File: config.mk
export PLATFORM = sky130hd
export DESIGN_NAME = slow_clk_monitor
export DESIGN_NICKNAME = d
export VERILOG_FILES = /design/src/rtl/slow_clk_monitor_pkg.sv /design/src/rtl/slow_edge_detect.sv /design/src/rtl/slow_clk_monitor.sv
export SDC_FILE = /design/constraint.sdc
export NUM_CORES = 1
export LEC_CHECK = 0
export CAP_MARGIN = 10
export CELL_PAD_IN_SITES_DETAIL_PLACEMENT = 1
export CELL_PAD_IN_SITES_GLOBAL_PLACEMENT = 2
export CORE_MARGIN = 2
export CORE_UTILIZATION = 35
export CTS_CLUSTER_SIZE = 20
export DETAILED_ROUTE_END_ITERATION = 6
export PLACE_DENSITY_LB_ADDON = 0.1
export SETUP_SLACK_MARGIN = 0.02
export SLEW_MARGIN = 20
export SYNTH_ARGS = -nofsm -noshare
export SYNTH_HDL_FRONTEND = slang
export SYNTH_SLANG_ARGS = --single-unit
File: constraint.sdc
create_clock -name clk -period 4.58 [get_ports clk]
set_input_delay 0.687 -clock clk [delete_from_list [all_inputs] [get_ports clk]]
set_output_delay 0.687 -clock clk [all_outputs]
set_load 0.005 [all_outputs]
File: src/rtl/slow_clk_monitor_pkg.sv
// Shared lift timing definitions: FSM encodings and divider-matched defaults for the slow clock monitor.
package slow_clk_monitor_pkg;

  localparam logic [1:0] ST_IDLE  = 2'b00;
  localparam logic [1:0] ST_ACQ   = 2'b01;
  localparam logic [1:0] ST_LOCK  = 2'b10;
  localparam logic [1:0] ST_FAULT = 2'b11;

  localparam int unsigned HALF_PERIOD_DEF = 5;
  localparam int unsigned TOL_DEF         = 1;
  localparam int unsigned LOCK_N_DEF      = 4;
  localparam int unsigned CNT_W_DEF       = 4;

  // Inclusive window test used to judge a measured interval.
  function automatic logic in_window(input int unsigned v, input int unsigned lo,
                                     input int unsigned hi);
    return (v >= lo) && (v <= hi);
  endfunction

endpackage

File: src/rtl/slow_edge_detect.sv
// Slow square-wave front end: optional 2-FF synchronizer (SLOW_CLK_SYNC_EN), sample/prev
// registers and combinational rise/fall/edge strobes aligned to the sampled level.
module slow_edge_detect (
  input  logic clk,
  input  logic reset,
  input  logic slow_in,
  output logic rise_c,
  output logic fall_c,
  output logic edge_c
);

  logic s_src;
  logic s;
  logic prev;

`ifdef SLOW_CLK_SYNC_EN
  logic sync1;
  logic sync2;

  // Metastability guard for slow_in arriving from another clock domain.
  always_ff @(posedge clk) begin
    if (reset) begin
      sync1 <= 1'b0;
      sync2 <= 1'b0;
    end else begin
      sync1 <= slow_in;
      sync2 <= sync1;
    end
  end

  assign s_src = sync2;
`else
  assign s_src = slow_in;
`endif

  always_ff @(posedge clk) begin
    if (reset) begin
      s    <= 1'b0;
      prev <= 1'b0;
    end else begin
      s    <= s_src;
      prev <= s;
    end
  end

  assign rise_c = s & ~prev;
  assign fall_c = ~s & prev;
  assign edge_c = s ^ prev;

endmodule

File: src/rtl/slow_clk_monitor.sv
// Slow divided-clock monitor: edge ticks, half-period measurement and lock/fault tracking.
// Build option SLOW_CLK_SYNC_EN adds a 2-FF synchronizer ahead of the sampler.
module slow_clk_monitor
  import slow_clk_monitor_pkg::*;
#(
  parameter int unsigned HALF_PERIOD = HALF_PERIOD_DEF,
  parameter int unsigned TOL         = TOL_DEF,
  parameter int unsigned LOCK_N      = LOCK_N_DEF,
  parameter int unsigned CNT_W       = CNT_W_DEF
) (
  input  logic             clk,
  input  logic             reset,
  input  logic             slow_in,
  output logic             tick_rise,
  output logic             tick_fall,
  output logic [CNT_W-1:0] half_cnt,
  output logic             locked,
  output logic             fault,
  output logic             fault_seen
);

  localparam int unsigned GOOD_W = $clog2(LOCK_N + 1);
  localparam int unsigned WIN_LO = HALF_PERIOD - TOL;
  localparam int unsigned WIN_HI = HALF_PERIOD + TOL;

  logic rise_c;
  logic fall_c;
  logic edge_c;

  logic [1:0]        state;
  logic [1:0]        state_nxt;
  logic [CNT_W-1:0]  cnt;
  logic [CNT_W-1:0]  cnt_nxt;
  logic [GOOD_W-1:0] good_cnt;
  logic [GOOD_W-1:0] good_nxt;
  logic [CNT_W-1:0]  half_nxt;
  logic              seen_nxt;

  logic [CNT_W:0]    interval_c;
  logic [CNT_W-1:0]  interval_sat_c;
  logic              cnt_max_c;
  logic              good_c;
  logic              timeout_c;

  slow_edge_detect u_edge (
    .clk     (clk),
    .reset   (reset),
    .slow_in (slow_in),
    .rise_c  (rise_c),
    .fall_c  (fall_c),
    .edge_c  (edge_c)
  );

  // Interval that would end on this cycle; widened so a saturated counter still reads as long.
  assign interval_c     = {1'b0, cnt} + (CNT_W + 1)'(1);
  assign interval_sat_c = interval_c[CNT_W] ? {CNT_W{1'b1}} : interval_c[CNT_W-1:0];
  assign cnt_max_c      = (cnt == {CNT_W{1'b1}});
  assign good_c         = in_window(32'(interval_c), WIN_LO, WIN_HI);
  assign timeout_c      = !edge_c && (cnt == CNT_W'(WIN_HI));

  always_comb begin
    state_nxt = state;
    good_nxt  = good_cnt;
    half_nxt  = half_cnt;
    seen_nxt  = fault_seen;
    cnt_nxt   = edge_c ? '0 : (cnt_max_c ? cnt : cnt + CNT_W'(1));

    if (edge_c) begin
      if (state != ST_IDLE) half_nxt = interval_sat_c;
      case (state)
        ST_IDLE: begin
          state_nxt = ST_ACQ;
          good_nxt  = '0;
        end
        ST_ACQ: begin
          if (good_c) begin
            good_nxt = good_cnt + GOOD_W'(1);
            if (good_cnt == GOOD_W'(LOCK_N - 1)) state_nxt = ST_LOCK;
          end else begin
            good_nxt = '0;
          end
        end
        ST_LOCK: begin
          if (!good_c) begin
            state_nxt = ST_FAULT;
            seen_nxt  = 1'b1;
          end
        end
        default: begin
          // Re-acquire from fault; this edge only restarts measurement.
          state_nxt = ST_ACQ;
          good_nxt  = '0;
        end
      endcase
    end else if (timeout_c) begin
      case (state)
        ST_ACQ:  good_nxt = '0;
        ST_LOCK: begin
          state_nxt = ST_FAULT;
          seen_nxt  = 1'b1;
        end
        default: ;
      endcase
    end
  end

  always_ff @(posedge clk) begin
    if (reset) begin
      state      <= ST_IDLE;
      cnt        <= '0;
      good_cnt   <= '0;
      half_cnt   <= '0;
      fault_seen <= 1'b0;
      locked     <= 1'b0;
      fault      <= 1'b0;
      tick_rise  <= 1'b0;
      tick_fall  <= 1'b0;
    end else begin
      state      <= state_nxt;
      cnt        <= cnt_nxt;
      good_cnt   <= good_nxt;
      half_cnt   <= half_nxt;
      fault_seen <= seen_nxt;
      locked     <= (state_nxt == ST_LOCK);
      fault      <= (state_nxt == ST_FAULT);
      tick_rise  <= rise_c;
      tick_fall  <= fall_c;
    end
  end

endmodule

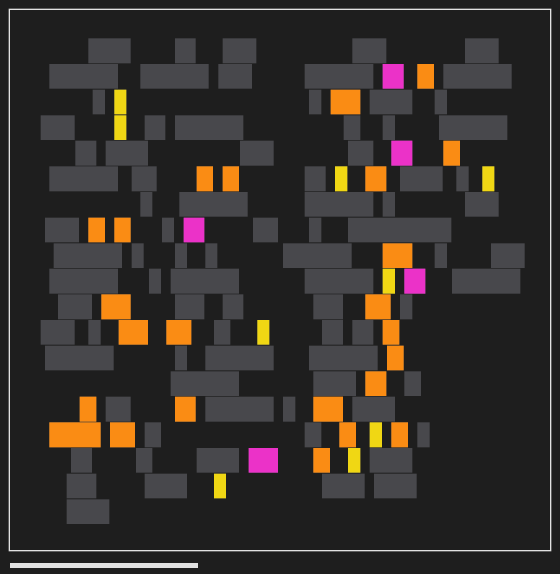
Figure 1: run 1, selected gate families.
Scale bar: 20 um.
| colour | family | cells | most used |
|---|---|---|---|
| magenta | AND and OR gates | 5 | or3_1 |
| yellow | inverters | 9 | inv_1 |
| orange | inverting AOI/OAI gates | 24 | a21oi_1 |
Cell Count, Final, Fillers Out: 153
most common cell after layout, fill and taps aside: dfxtp_1
multi-input combinational area share: 45.4%

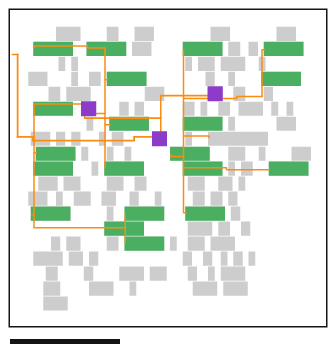
Figure 2: run 1, routed clock nets over the placement.
Scale bar: 20 um.
[orange] clock wires | length: 247 um
[purple] cells driving clock nets | count: 3
[green] flip-flops | count: 20
routed clock nets: 4
Clk network pwr share: 38.9%
Clock Skews: 0.00284 ns
Insertion Delay late pin: 0.30 ns
power drawn by the clock network: 0.143 mW

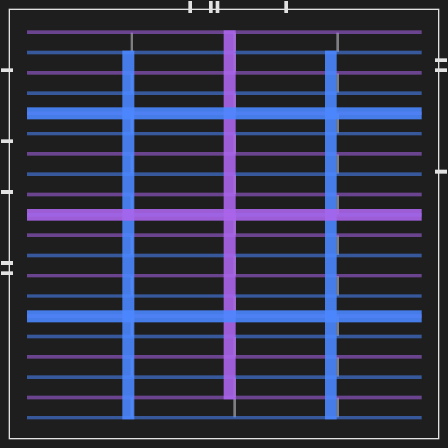
Figure 3: run 1, supply network.
Pins as bars on the die edge. Tap cells in grey.
| colour | net |
|---|---|
| blue | VSS |
| purple | VDD |
rows: 19
met5 straps: 3
met1 rails: 20
met4 straps: 3
vertical extent of the die: 57.4 um
Core Footprint: 0.00273 mm2
Chip Width: 57.4 um

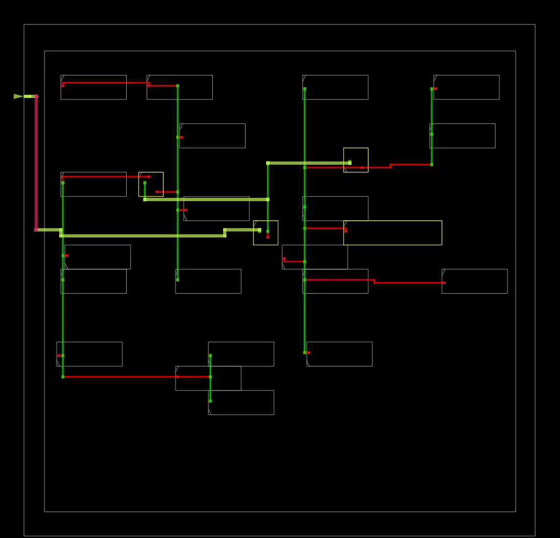
Figure 4: run 1, the clock network.
number of flip-flops and latches: 20
clock buffer count from CTS: 3

-- run 1: layer usage --
metal / track usage (%) / up-vias
met3: 5.22 / 2
met1: 18.0 / 360
met4: 6.31 / 0
li1: - / 406
met2: 24.4 / 16
met5: 0 / -
-- run 1: cell usage in the layout, fill, tap and decap left out, types with 3 or more instances in the layout --
cell type	synthesis	routed
or3_1	3	3
a311oi_1	4	4
dfxtp_1	20	20
nor2_1	15	15
o21ai_0	5	5
clkbuf_4	0	3
clkdlybuf4s50_1	0	11
ha_1	11	11
a21oi_1	6	6
nand3_1	4	4
nand2_1	4	4
nor2b_1	5	5
inv_1	9	9
-- run 1: cells by family (layout without fill, tap and decap cells) --
logic type / count (synthesis) / in the layout / synth area share [%]
buffers and inverters: 13 / 24 / 6.77
xor gates and xnor gates: 2 / 2 / 1.76
AOI/OAI and AO/OA: 25 / 25 / 16.9
DFF: 20 / 20 / 40.2
adders and majority gates: 11 / 11 / 13.8
and+or+nand+nor: 40 / 40 / 20.6
-- run 1: power groups by stage --
stage,clock [mW],sequential (mW),combinational [mW]
finish,0.143,0.185,0.0395
global placement,0,0.189,0.0388
floorplan,0,0.187,0.0298
detailed placement,0,0.189,0.0395
CTS,0.148,0.185,0.0399
global route,0.158,0.187,0.0440
-- run 1: worst paths after layout --
kind	from	end	slack, ns	cells past startpoint
max	reset	fault$_SDFF_PP0_	2.35	6
min	good_cnt[2]$_SDFFE_PP0P_	good_cnt[2]$_SDFFE_PP0P_	0.46	2
max reg2reg	cnt[0]$_SDFFE_PP0N_	good_cnt[2]$_SDFFE_PP0P_	2.50	6
min reg2reg	good_cnt[2]$_SDFFE_PP0P_	good_cnt[2]$_SDFFE_PP0P_	0.46	2
==> run notes, run 1 <==
impl run done, here's what came out: antenna violations before repair 0, number of synthesized flops with an enable pin 0, post-placement cell count about 150, Seq pwr share slightly above 50%, cts hold-fix bufs 0, total length of routed met3 wires between 90 and 100 um, power density cells roughly 320 mW/mm2, register share after synthesis 40.2%, tally of filler cells in the layout 317, count of boundary I/O pins 12, tap cell count 31, number of pins exceeding their max-slew limit in the final report 0, Rows 19, Worst path top cell family by delay buffers and inverters, most common library cells after synthesis 20 x dfxtp_1, 15 x nor2_1, 11 x ha_1, 9 x inv_1, 6 x a21oi_1, most repeated cell in the gate-level netlist after synthesis dfxtp_1, outcome completed, power spent charging and discharging nets 0.0836 mW, DR WL/cell between 10 and 15 um, sum of overflow across all layers after global routing 0, share of cells above drive strength 1 ~5.7%, count of input and output buffers 11, Pleak 0.443 nW, dominant register cell in the synthesized netlist dfxtp_1, placed cell areas about 0.0011 mm2, post-synthesis to final-layout area growth 16.8%, OpenROAD warning count 32, vias in the first global route a little over 800, count of state elements after synthesis 20, clock network area share under 10%, Worst path slowest cell clkdlybuf4s50_1, Detail Placement HPWL 1650 um, endpoint required time on the critical path 4.77 ns, async set or reset register ratio after synthesis 0%, global-route usage over all layers between 10% and 20%, Sw Share ~23%, setup repair after global routing missed its margin false, final-report setup violation count 0, share of cell area taken by flip-flops and latches between 30% and 40%, Netlist Area Pre-Place around 1000 um2, Critical path buffers and inverters 2, clk sinks 20, Worst Hold Slack 0.461 ns, routability-driven placement congestion ratio 0.748, main area contributors dfxtp_1 40%, ha_1 14%, nor2_1 5.6%, a311oi_1 3.5%, inv_1 3.4%, uppermost layer routed met4, total of max-cap violations 0, worst-path cell chain clkdlybuf4s50_1, nand2b_1, inv_1, a311oi_1, a211o_1, nor2_1, count of cells resized by post-cts repair 0, clock transition at the registers of the reported paths about 0.11 ns, iteration count of the initial detailed-routing pass 4, largest driver fanout on the critical path 15, clock tree from TritonCTS yes, maximum buffer depth of the clock tree 2, Worst Setup Start Kind input pin, violation count after the first detailed-route iteration 22, Max Fclk 448 MHz, type of the worst min-delay path reg -> reg, crit end category register, Sequential cell area between 400 and 500 um2, summed standard-cell area reported by yosys 997 um2, cell count after synthesis 111, Layout clock buffers 3, antenna-violating nets left 0, largest registers cnt (4), half_cnt (4), good_cnt (3), syn avg cell area about 9 um2, Total Power Consumption ~0.37 mW, pre-placement core utilization between 30% and 40%, post-synth top area cell dfxtp_1, highest ir drop seen on vdd 0.227 mV, min cycle time layout between 2 and 2.5 ns, H-Tree Level Count 1, Detail Route met2 WL between 1000 and 1500 um, number of multi-input combinational cells in the layout just under 80, tally of yosys warning messages 0, worst setup margin 2.35 ns, Total Die Area 0.00329 mm2, pre-CTS setup slack a little over 2 ns, total number of vias 784, Mapped Nets about 130, maximum single-stage delay on the critical path about 0.86 ns, non-clock buffer instance count of the final layout 11, number of antenna repair diodes 0, combinational gate area approximately 530 um2, cell count listed in synth_stat.txt between 100 and 150, final number of hold-violating endpoints 0, final routed wirelength across all metal layers roughly 2200 um, share of the core filled with cells between 40 and 50%, average via count per standard cell between 5 and 6, Non-CTS inverters 9, Post-CTS Setup Inserts 0, Max transition margin 59.4%, part of the total power dissipated in combinational logic roughly a tenth, worst-margin pin slew approximately 0.6 ns, drt drc 0, Unique cell types 30, maximum number of pins on one net before global-route repair 16, Internal Power 0.284 mW, final std cell area, no fill between 0.001 and 0.0015 mm2, global-route wire length before repair roughly 3700 um, met1 routed wirelength after detailed routing ~1000 um, Non-clock buffer share roughly a tenth, classification of the worst setup path in -> reg, proportion of netlist area held by the largest area contributor about two fifths, Net count, final about 140, Setup Total Neg Slack 0 ns, Data arrival, critical path between 2 and 2.5 ns, Leading cell kind multi-input combinational cells, Period Utilization, post-route ~49%, clock root buffer master clkbuf_4
==> run 2, diff against run 1 <==
--- a/config.mk
+++ b/config.mk
@@ -9,7 +9,7 @@
 export CELL_PAD_IN_SITES_DETAIL_PLACEMENT = 1
 export CELL_PAD_IN_SITES_GLOBAL_PLACEMENT = 2
 export CORE_MARGIN = 2
-export CORE_UTILIZATION = 35
+export CORE_UTILIZATION = 29
 export CTS_CLUSTER_SIZE = 20
 export DETAILED_ROUTE_END_ITERATION = 6
 export PLACE_DENSITY_LB_ADDON = 0.1
==> constraint.sdc (replaced) <==
create_clock -name clk -period 1.8 [get_ports clk]
set_input_delay 0.27 -clock clk [delete_from_list [all_inputs] [get_ports clk]]
set_output_delay 0.27 -clock clk [all_outputs]
set_load 0.005 [all_outputs]
==> run notes, run 2 <==
impl run done, here's what came out: pre-placement core utilization 30.1%, clock network area share about 4.1%, global-route wire length before repair around 4000 um, endpoint required time on the critical path between 2 and 2.5 ns, register share after synthesis 40.2%, met1 routed wirelength after detailed routing roughly 1100 um, maximum number of pins on one net before global-route repair 15, outcome completed, Rows 21, maximum single-stage delay on the critical path 0.40 ns, setup repair after global routing missed its margin true, total length of routed met3 wires 37 um, most frequent cells in the layout 17 x dfxtp_1, 15 x nor2_1, 11 x clkdlybuf4s50_1, 9 x ha_1, 9 x buf_4, largest registers cnt (4), half_cnt (4), good_cnt (3), proportion of netlist area held by the largest area contributor 40.2%, syn avg cell area about 9 um2, worst r2r dst good_cnt[2]$_SDFFE_PP0P_, crit end category register, Internal Power 0.747 mW, antenna-violating nets left 0, Total Die Area about 0.0039 mm2, GRT met3 Usage between 1.5 and 2%, tap cell count around 46, Insertion Delay late pin about 0.32 ns, power spent charging and discharging nets 0.235 mW, Seq pwr share a little under half, Cell Count, Final, Fillers Out between 150 and 200, non-clock buffer instance count of the final layout 20, cts hold-fix bufs 0, uppermost layer routed met4, vias in the first global route around 850, Total Power Consumption 0.982 mW, Worst path slowest cell dfxtp_4, count of input and output buffers 11, Clock Skews approximately 0.017 ns, post-synthesis to final-layout area growth 28.9%, count of boundary I/O pins 12, share of cell area taken by flip-flops and latches between 30% and 40%, total number of vias 827, drt drc 0, total of max-cap violations 0, number of cells on the worst reg-to-reg path 7, classification of the worst setup path reg -> reg, Detail Placement HPWL approximately 1700 um, number of multi-input combinational cells in the layout slightly below 80, most common cell after layout, fill and taps aside dfxtp_1, clock tree from TritonCTS yes, Sequential cell area about 410 um2, Non-CTS inverters 9, count of state elements after synthesis 20, number of antenna repair diodes 0, DR WL/cell between 10 and 15 um, OpenROAD warning count 34, Max transition margin about four fifths, multi-input combinational area share roughly 43%, final routed wirelength across all metal layers between 2000 and 2500 um, share of the core filled with cells around two fifths, final number of hold-violating endpoints 0, post-placement cell count 173, Detail Route met2 WL roughly 1000 um, number of synthesized flops with an enable pin 0, min cycle time layout 1.76 ns, antenna violations before repair 0, Critical path buffers and inverters 1, Netlist Area Pre-Place 997 um2, final-report setup violation count 0, Chip Width 62.6 um, number of pins exceeding their max-slew limit in the final report 0, type of the worst min-delay path reg -> reg, Worst Hold Slack roughly 0.48 ns, average via count per standard cell 4.67, clk sinks 20, worst setup margin about 0.04 ns, Net count, final ~150, iteration count of the initial detailed-routing pass 4, Clk network pwr share roughly 39%, cell count listed in synth_stat.txt 111, worst reg2reg startpoint cnt[0]$_SDFFE_PP0N_, Data arrival, critical path roughly 2 ns, sum of overflow across all layers after global routing 0, Worst path top cell family by delay AND-OR/OR-AND gates, part of the total power dissipated in combinational logic between 10% and 20%, worst-path cell chain inv_4, ha_4, o21bai_1, a311oi_2, nor2_2, or3_1, a21oi_2
[run 2: logic make-up after synthesis]
logic type | count (synthesis) | synth area share [%]
AOI/OAI and AO/OA | 25 | 16.9
and+or+nand+nor | 40 | 20.6
buffers and inverters | 13 | 6.77
DFF | 20 | 40.2
adders and majority gates | 11 | 13.8
xor gates and xnor gates | 2 | 1.76
[run 2: power by group through the flow]
stage | sequential [mW] | clock (mW) | combinational, mW
global route | 0.474 | 0.423 | 0.152
detailed placement | 0.478 | 0 | 0.128
floorplan | 0.475 | 0 | 0.0757
CTS | 0.471 | 0.393 | 0.133
finish | 0.471 | 0.378 | 0.133
global placement | 0.477 | 0 | 0.125
[run 2: what timing repair did]
| item | CTS | global route |
|---|---|---|
| endpoints found under the setup margin | 4 | 7 |
| pin swaps | 5 | 5 |
| setup buffers | 0 | 0 |
| resized | 4 | 6 |
[run 2: worst max path at each step]
| stage | from | end | slack [ns] | depth (start not counted) |
|---|---|---|---|---|
| 6_report | cnt[0]$_SDFFE_PP0N_ | good_cnt[2]$_SDFFE_PP0P_ | 0.04 | 7 |
| 5_1_grt | cnt[0]$_SDFFE_PP0N_ | good_cnt[2]$_SDFFE_PP0P_ | -0.06 | 7 |
| 2_1_floorplan | cnt[0]$_SDFFE_PP0N_ | good_cnt[0]$_SDFFE_PP0P_ | 0.08 | 8 |
| 4_1_cts | cnt[0]$_SDFFE_PP0N_ | good_cnt[2]$_SDFFE_PP0P_ | 0.02 | 7 |
| 3_3_place_gp | cnt[0]$_SDFFE_PP0N_ | good_cnt[0]$_SDFFE_PP0P_ | 0.08 | 7 |
| 3_5_place_dp | cnt[0]$_SDFFE_PP0N_ | good_cnt[2]$_SDFFE_PP0P_ | 0.02 | 7 |
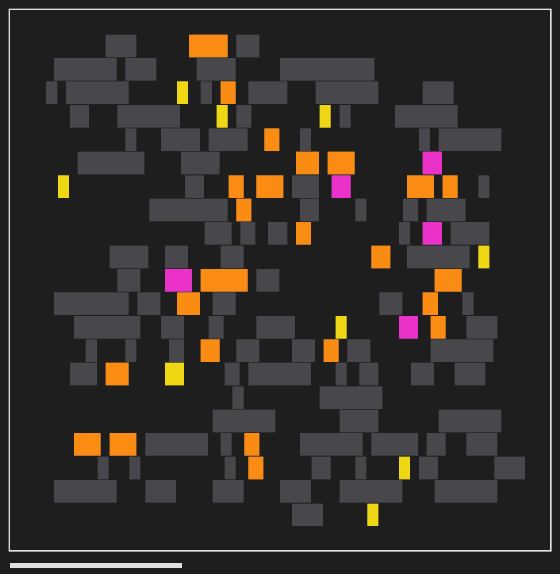
Figure 5: run 2, selected gate families.
Scale bar: 20 um.
| colour | family | cells |
|---|---|---|
| orange | inverting AOI/OAI gates | 24 |
| yellow | inverters | 9 |
| magenta | AND and OR gates | 5 |

==> run 3, diff against run 2 <==
--- a/config.mk
+++ b/config.mk
@@ -14,6 +14,7 @@
 export DETAILED_ROUTE_END_ITERATION = 6
 export PLACE_DENSITY_LB_ADDON = 0.1
 export SETUP_SLACK_MARGIN = 0.02
+export SKIP_CTS_REPAIR_TIMING = 1
 export SLEW_MARGIN = 20
 export SYNTH_ARGS = -nofsm -noshare
 export SYNTH_HDL_FRONTEND = slang
==> run notes, run 3 <==
impl run done, here's what came out: part of the total power dissipated in combinational logic 13.6%, endpoint required time on the critical path 2.05 ns, count of input and output buffers 11, combinational gate area 557 um2, most used routing layer in global routing met2, DR WL/cell about 12 um, antenna-violating nets left 0, Non-clock buffer share between 10% and 20%, final-report setup violation count 0, post-placement cell count around 170, Cell Count, Final, Fillers Out between 150 and 200, number of multi-input combinational cells in the layout roughly 78, most repeated cell in the gate-level netlist after synthesis dfxtp_1, maximum number of pins on one net before global-route repair 15, global-route usage over all layers 12.4%, cell count after synthesis 111, post-synth top area cell dfxtp_1, iteration count of the initial detailed-routing pass 4, Core Footprint 0.00331 mm2, number of pins exceeding their max-slew limit in the final report 0, clock buffer count from CTS 3, final routed wirelength across all metal layers between 2000 and 2500 um, Total Die Area ~0.0039 mm2, vias in the first global route ~850, power spent charging and discharging nets roughly 0.24 mW, largest driver fanout on the critical path 4, final std cell area, no fill 0.00129 mm2, drt drc 0, most common library cells after synthesis 20 x dfxtp_1, 15 x nor2_1, 11 x ha_1, 9 x inv_1, 6 x a21oi_1, crit end category register, maximum buffer depth of the clock tree 2, post-synthesis to final-layout area growth 29.1%, tally of filler cells in the layout between 400 and 500, Net count, final between 100 and 150, Critical path buffers and inverters 1, Non-CTS inverters 9, most common cell after layout, fill and taps aside dfxtp_1, GRT met3 Usage about 1.6%, Clk network pwr share 38.7%, tally of yosys warning messages 0, met2 layer usage reported by global route around a fifth, Detail Placement HPWL about 1700 um, most frequent cells in the layout 17 x dfxtp_1, 15 x nor2_1, 11 x clkdlybuf4s50_1, 9 x buf_4, setup repair after global routing missed its margin true, non-clock buffer instance count of the final layout 20, placed cell areas between 0.001 and 0.0015 mm2, Leading cell kind multi-input combinational cells, worst-margin pin slew 0.322 ns, share of cell area taken by flip-flops and latches a little under a third, share of the core filled with cells roughly 39%, H-Tree Level Count 1, count of boundary I/O pins 12, clock transition at the registers of the reported paths 0.13 ns, highest ir drop seen on vdd a little over 0.3 mV, outcome completed, clock tree from TritonCTS yes, min cycle time layout 1.79 ns, share of cells above drive strength 1 19.1%, Worst path slowest cell dfxtp_4, number of flip-flops and latches 20, Insertion Delay late pin 0.32 ns, clock network area share a little over 4%, Max Fclk ~560 MHz, Internal Power approximately 0.75 mW, OpenROAD warning count 33, count of state elements after synthesis 20, Layout clock buffers 3, global-route wire length before repair between 3000 and 4000 um, Mapped Nets 125, classification of the worst setup path reg -> reg, Period Utilization, post-route about 100%, Netlist Area Pre-Place approximately 1000 um2, Rows 21, average via count per standard cell approximately 4.7, Max transition margin between 70% and 80%, dominant register cell in the synthesized netlist dfxtp_1, final number of hold-violating endpoints 0, type of the worst min-delay path reg -> reg, violation count after the first detailed-route iteration 15, pre-placement core utilization between 30 and 40%, worst-path cell chain inv_4, ha_4, o21bai_1, a311oi_2, nor2_2, or3_1, a21oi_2, multi-input combinational area share 43.2%, Sequential cell area between 400 and 500 um2, vertical extent of the die ~63 um, maximum single-stage delay on the critical path roughly 0.4 ns, register share after synthesis between 40% and 50%, proportion of netlist area held by the largest area contributor about two fifths, Pleak around 0.5 nW, async set or reset register ratio after synthesis 0%, cell count listed in synth_stat.txt ~110, Worst Setup Start Kind register, total number of vias 832, Sw Share between 20% and 30%, total of max-cap violations 0, number of antenna repair diodes 0, clock root buffer master clkbuf_4, number of synthesized flops with an enable pin 0, Chip Width around 63 um, summed standard-cell area reported by yosys roughly 1000 um2, tap cell count 46, sum of overflow across all layers after global routing 0
[run 3: cell families after synthesis]
group,count (synthesis),synth area share [%]
buf+inv,13,6.77
simple gates,40,20.6
xor+xnor,2,1.76
compound gates,25,16.9
flops,20,40.2
fa+ha+maj,11,13.8
[run 3: worst reg2reg max path, stage by stage (launching register included)]
cell	delay, ns
dfxtp_4	0.40
inv_4	0.04
ha_4	0.25
o21bai_1	0.07
a311oi_2	0.35
nor2_2	0.11
or3_1	0.39
a21oi_2	0.12
[run 3: worst paths after layout]
path                            startpoint                       end  slack, ns  depth (start not counted)
hold / removal    good_cnt[2]$_SDFFE_PP0P_  good_cnt[2]$_SDFFE_PP0P_       0.48                          2
hold reg to reg   good_cnt[2]$_SDFFE_PP0P_  good_cnt[2]$_SDFFE_PP0P_       0.48                          2
setup reg to reg       cnt[0]$_SDFFE_PP0N_  good_cnt[2]$_SDFFE_PP0P_      0.005                          7
setup / recovery       cnt[0]$_SDFFE_PP0N_  good_cnt[2]$_SDFFE_PP0P_      0.005                          7
[run 3: metrics by stage]
step                      total power [mW]  hold slack [ns]  setup WS [ns]  setup TNS (ns)
after CTS                            0.990            0.465        -0.0331         -0.0647
after global routing                  1.05            0.473        -0.0956          -0.264
final                                0.985            0.480        0.00532               0
after floorplan                      0.551            0.342         0.0766               0
after global placement               0.601            0.440         0.0838               0
after detailed placement             0.607            0.449         0.0200               0
[run 3: power groups by stage]
stage	logic [mW]	clock network [mW]	registers (mW)
floorplan	0.0757	0	0.475
global placement	0.125	0	0.477
detailed placement	0.128	0	0.478
CTS	0.129	0.393	0.468
global route	0.152	0.423	0.474
finish	0.134	0.381	0.471
[run 3: per-layer routing]
layer	part of all wire, %	wire length, um	up-vias
li1	-	-	424
met1	49	1060	393
met2	47	1020	11
met3	2.3	49	4
met4	1.9	42	0
met5	0	0	-
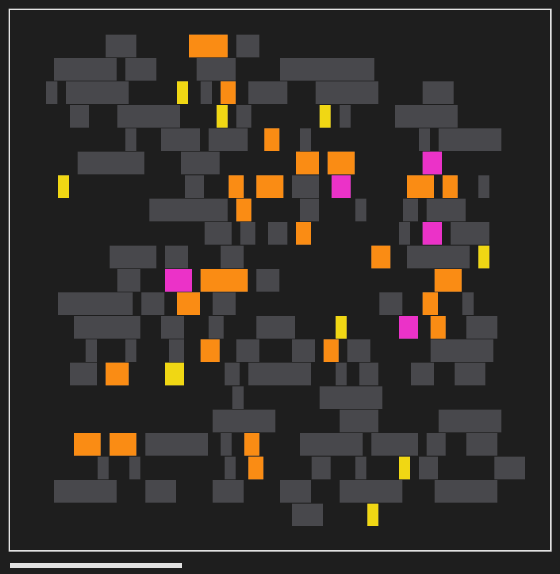
Figure 6: run 3, selected gate families.
Scale bar: 20 um.
| colour | family | cells |
|---|---|---|
| magenta | AND and OR gates | 5 |
| orange | inverting AOI/OAI gates | 24 |
| yellow | inverters | 9 |

Power and IR drop assume default switching activity.
